`src/rtl/result_bcd_pkg.sv`:
```
// Shared sizing and FSM state type for the result-to-BCD converter.
package result_bcd_pkg;
    localparam int DATA_W         = 20;
    localparam int BCD_DIGITS     = 6;
    localparam int SCRATCH_DIGITS = 7;
    localparam int ITERATIONS     = 20;
    localparam int BCD_W          = 4 * BCD_DIGITS;
    localparam int SCRATCH_W      = 4 * SCRATCH_DIGITS;
    localparam int CNT_W          = $clog2(ITERATIONS + 1);

    typedef enum logic [1:0] {
        IDLE  = 2'd0,
        SHIFT = 2'd1,
        DONE  = 2'd2
    } state_e;
endpackage

```
`src/rtl/bcd_add3.sv`:
```
// Double-dabble digit correction: adds 3 to a BCD digit that is 5 or more.
module bcd_add3 (
    input  logic [3:0] d_i,
    output logic [3:0] d_o
);
    assign d_o = (d_i >= 4'd5) ? d_i + 4'd3 : d_i;
endmodule

```
`src/rtl/result_bcd_converter.sv`:
```
// Sequential double-dabble converter from a 20-bit ALU result to six BCD digits.
// Define NEG_DISPLAY_EN to treat the input as two's complement and report the sign.
module result_bcd_converter
    import result_bcd_pkg::*;
(
    input  logic                 clk,
    input  logic                 rst_n,
    input  logic                 in_valid,
    output logic                 in_ready,
    input  logic [DATA_W-1:0]    in_data,
    output logic                 out_valid,
    input  logic                 out_ready,
    output logic [BCD_W-1:0]     bcd,
    output logic                 overflow,
    output logic                 negative
);
    state_e                 state_q, state_d;
    logic [SCRATCH_W-1:0]   scr_q, scr_d, scr_adj, scr_sh;
    logic [DATA_W-1:0]      opnd_q, opnd_d, opnd_sh, in_mag;
    logic [CNT_W-1:0]       cnt_q, cnt_d;
    logic [BCD_W-1:0]       bcd_q, bcd_d;
    logic                   ovf_q, ovf_d, neg_q, neg_d, sign_q, sign_d, in_neg;
    logic                   last_iter;

    for (genvar g = 0; g < SCRATCH_DIGITS; g++) begin : g_add3
        bcd_add3 u_add3 (.d_i(scr_q[4*g +: 4]), .d_o(scr_adj[4*g +: 4]));
    end

`ifdef NEG_DISPLAY_EN
    assign in_neg = in_data[DATA_W-1];
    assign in_mag = in_neg ? -in_data : in_data;
`else
    assign in_neg = 1'b0;
    assign in_mag = in_data;
`endif

    assign {scr_sh, opnd_sh} = {scr_adj[SCRATCH_W-2:0], opnd_q, 1'b0};
    assign last_iter         = (cnt_q == CNT_W'(ITERATIONS - 1));

    always_ff @(posedge clk or negedge rst_n) begin
        if (!rst_n) state_q <= IDLE;
        else        state_q <= state_d;
    end

    always_comb begin
        state_d = state_q;
        case (state_q)
            IDLE:    if (in_valid)  state_d = SHIFT;
            SHIFT:   if (last_iter) state_d = DONE;
            DONE:    if (out_ready) state_d = IDLE;
            default:                state_d = IDLE;
        endcase
    end

    always_comb begin
        in_ready  = (state_q == IDLE);
        out_valid = (state_q == DONE);
    end

    // Result registers only move on DONE entry so the display holds the last value.
    always_comb begin
        scr_d  = scr_q;
        opnd_d = opnd_q;
        cnt_d  = cnt_q;
        sign_d = sign_q;
        bcd_d  = bcd_q;
        ovf_d  = ovf_q;
        neg_d  = neg_q;
        if (state_q == IDLE && in_valid) begin
            opnd_d = in_mag;
            sign_d = in_neg;
            scr_d  = '0;
            cnt_d  = '0;
        end else if (state_q == SHIFT) begin
            scr_d  = scr_sh;
            opnd_d = opnd_sh;
            cnt_d  = cnt_q + 1'b1;
            if (last_iter) begin
                neg_d = sign_q;
                if (scr_sh[SCRATCH_W-1 -: 4] == 4'd0) begin
                    bcd_d = scr_sh[BCD_W-1:0];
                    ovf_d = 1'b0;
                end else begin
                    bcd_d = {BCD_DIGITS{4'h9}};
                    ovf_d = 1'b1;
                end
            end
        end
    end

    always_ff @(posedge clk or negedge rst_n) begin
        if (!rst_n) begin
            scr_q  <= '0;
            opnd_q <= '0;
            cnt_q  <= '0;
            sign_q <= 1'b0;
            bcd_q  <= '0;
            ovf_q  <= 1'b0;
            neg_q  <= 1'b0;
        end else begin
            scr_q  <= scr_d;
            opnd_q <= opnd_d;
            cnt_q  <= cnt_d;
            sign_q <= sign_d;
            bcd_q  <= bcd_d;
            ovf_q  <= ovf_d;
            neg_q  <= neg_d;
        end
    end

    assign bcd      = bcd_q;
    assign overflow = ovf_q;
    assign negative = neg_q;
endmodule

```
`config.mk`:
```
export PLATFORM = sky130hd
export DESIGN_NAME = result_bcd_converter
export DESIGN_NICKNAME = d
export VERILOG_FILES = /design/src/rtl/result_bcd_pkg.sv /design/src/rtl/bcd_add3.sv /design/src/rtl/result_bcd_converter.sv
export SDC_FILE = /design/constraint.sdc
export NUM_CORES = 1
export LEC_CHECK = 0
export ABC_AREA = 0
export CAP_MARGIN = 15
export CORE_MARGIN = 2
export CORE_UTILIZATION = 40
export CTS_CLUSTER_DIAMETER = 200
export DETAILED_ROUTE_END_ITERATION = 10
export PLACE_DENSITY = 0.7
export SLEW_MARGIN = 20
export SYNTH_ARGS = -nofsm -noshare
export SYNTH_HDL_FRONTEND = slang
export SYNTH_SLANG_ARGS = --single-unit
```
`constraint.sdc`:
```
create_clock -name clk -period 2.3 [get_ports clk]
set_input_delay 0.46 -clock clk [delete_from_list [all_inputs] [get_ports clk]]
set_output_delay 0.46 -clock clk [all_outputs]
set_load 0.03 [all_outputs]
```
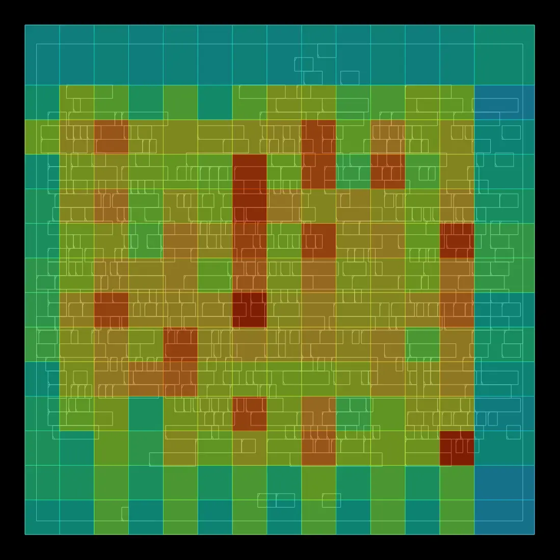
(routing congestion map)
met3 GRT Util: 4.417%
Util after Layout: 49.98%
routed len/inst: 14.28 um
met1 GRT Util: 23.94%

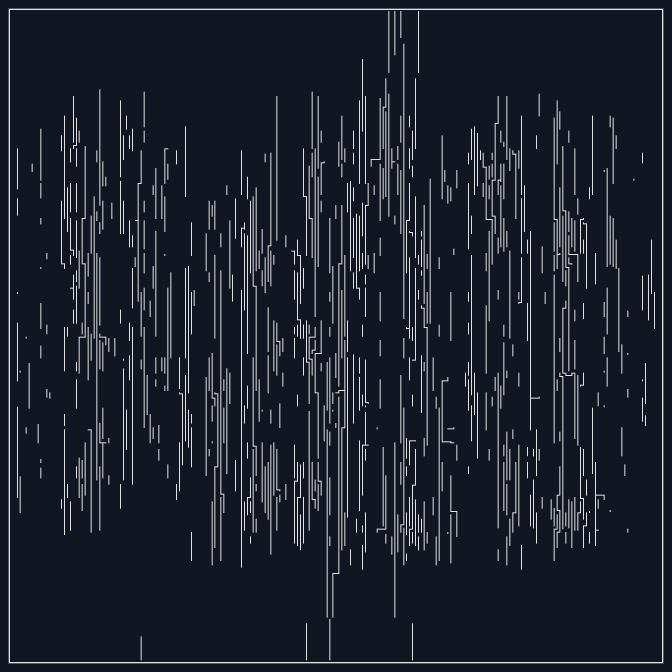
(metal 2)
main direction: vertical
share of all routed wire: 47%
wire length on this layer: 3820 um
nets with wire on the layer: 373

==> flow_summary.toml <==
# physical design summary
[run]
drv_cap = 0

[logic_synthesis]
synth_area_leader_cell = "dfrtp_1"
syn_area_mm2 = 0.003819
top_area_share_pct = 52.42
seq_area_frac_synth_pct = 52.42

[final_layout]
num-fill-cells = 874

[global_route]
grt_pass1_wl_mm = 13.71

[sta]
slew_headroom_pct = 63.55
slew_violations = 0

[worst_setup_path]
ff2ff_setup_slack_ns = 0.37
cp-start-kind = "register"
path_max_fanout = 4
path_cells = "nor2_1 > clkdlybuf4s50_1"
slowest_stage = "clkdlybuf4s50_1"
rr_worst_depth = 7

[power_and_ir_drop]
p_comb_share_pct = 49.7
power_density_mw_per_mm2 = 1513

[placed_design]
gp_congestion = 0.7854

[drt]
via_count = 2905

[die]
core_area_mm2 = 0.009240
die-area_mm2 = 0.01034
die_w_um = 101.7

[outcome]
run_status = "finished clean"

[clock_network]
cts-buffers-inserted = 9
cts_root_buf = "clkbuf_8"
hold_buffers = 0
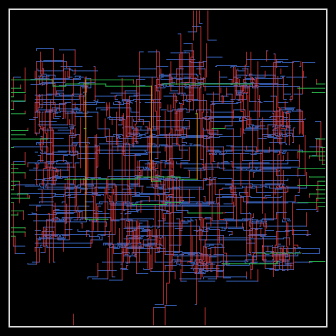
(signal wires by layer)
legend:
  metal 2:
    colour: red
    wire_length: 3820 um
  metal 3:
    colour: green
    wire_length: 380 um
  metal 4:
    colour: orange
    wire_length: 96.6 um
  metal 1:
    colour: blue
    wire_length: 3920 um

==> power groups by stage <==
stage | logic [mW] | registers, mW | clock network (mW)
2_1_floorplan | 2.09 | 2.91 | 0
3_3_place_gp | 3.38 | 2.59 | 0
3_5_place_dp | 3.51 | 2.62 | 0
4_1_cts | 3.52 | 2.59 | 0.948
5_1_grt | 3.87 | 2.69 | 1.01
6_report | 3.47 | 2.60 | 0.918
==> per-layer routing <==
layer / wire length, um / up-vias
met5: 0 / -
met4: 96 / 0
met3: 379 / 8
met2: 3819 / 66
met1: 3917 / 1386
li1: - / 1445
==> flip-flops by register name (all words and copies together), names as in the netlist <==
signal,flops
cnt_q,5
overflow,1
state_q,2
scr_q,28
opnd_q,20
bcd,24
==> logic make-up (layout without fill, tap and decap cells) <==
family / after synthesis / count (layout) / synth area share [%]
flip-flops: 80 / 80 / 52.42
buffers and inverters: 37 / 90 / 4.489
other: 1 / 1 / 0.09820
AND/OR/NAND/NOR: 139 / 139 / 16.81
XOR/XNOR: 7 / 7 / 1.606
AND-OR/OR-AND: 107 / 107 / 17.50
multiplexers: 7 / 7 / 2.162
adder cells (fa/ha/maj): 15 / 15 / 4.915
==> cells in the final DEF, fill, tap and decap left out, types with 13 or more instances in the layout <==
cell	instances
a22oi_1	19
nor3b_1	13
o21ai_0	43
nand2_1	80
inv_1	15
a21oi_1	18
clkdlybuf4s50_1	49
nor2_1	16
ha_1	15
dfrtp_1	80
==> area by class of cell <==
class	instances	area (um^2)	share of cell area, %
inverters	15	56.30	1.219
well taps	129	161.4	3.495
clock buffers	10	137.6	2.980
flip-flops and latches	80	2002	43.35
multi-input cells	276	1648	35.68
clock inverters	6	35.03	0.7586
repair buffers	59	578.1	12.52
==> worst min-delay path by stage <==
stage / end / slack (ns) / cells after the start
after floorplan: bcd[0]$_DFFE_PN0P_ / 0.16 / 0
after global placement: scr_q[19]$_DFFE_PN0P_ / 0.46 / 1
after detailed placement: scr_q[19]$_DFFE_PN0P_ / 0.46 / 1
after CTS: scr_q[19]$_DFFE_PN0P_ / 0.06 / 1
after global routing: scr_q[19]$_DFFE_PN0P_ / 0.07 / 1
final: scr_q[19]$_DFFE_PN0P_ / 0.05 / 1
==> stage by stage <==
stage | power (mW) | util [%] | instance area [um^2] | instances
floorplan | 5.002 | - | 3819 | 393
global placement | 5.971 | 48.11 | 4446 | 559
detailed placement | 6.124 | 48.11 | 4446 | 559
CTS | 7.061 | 49.98 | 4618 | 575
global route | 7.570 | 49.98 | 4618 | 575
finish | 6.985 | 49.98 | 4618 | 575
==> synth_stat cells <==
master	n
and3_4	1
a31oi_1	11
nor2b_1	1
a22oi_1	19
o31ai_1	3
inv_1	15
nor2_1	16
buf_6	1
nand3_1	10
nor3_1	1
a21oi_2	2
ha_1	15
nand2_1	80
buf_4	4
conb_1	1
mux2_4	1
o31ai_2	4
nand4_1	2
nor3b_1	13
nand3_2	1
a21oi_1	18
mux2_2	6
o21ai_0	43
buf_2	8
dfrtp_1	80
nand2b_1	10
clkbuf_1	9
xnor2_1	7
a22o_1	6
o31a_1	1
nor2_2	1
and3_2	1
and2_1	2
Power figures rest on the tool's default switching activity, not on a simulated workload.
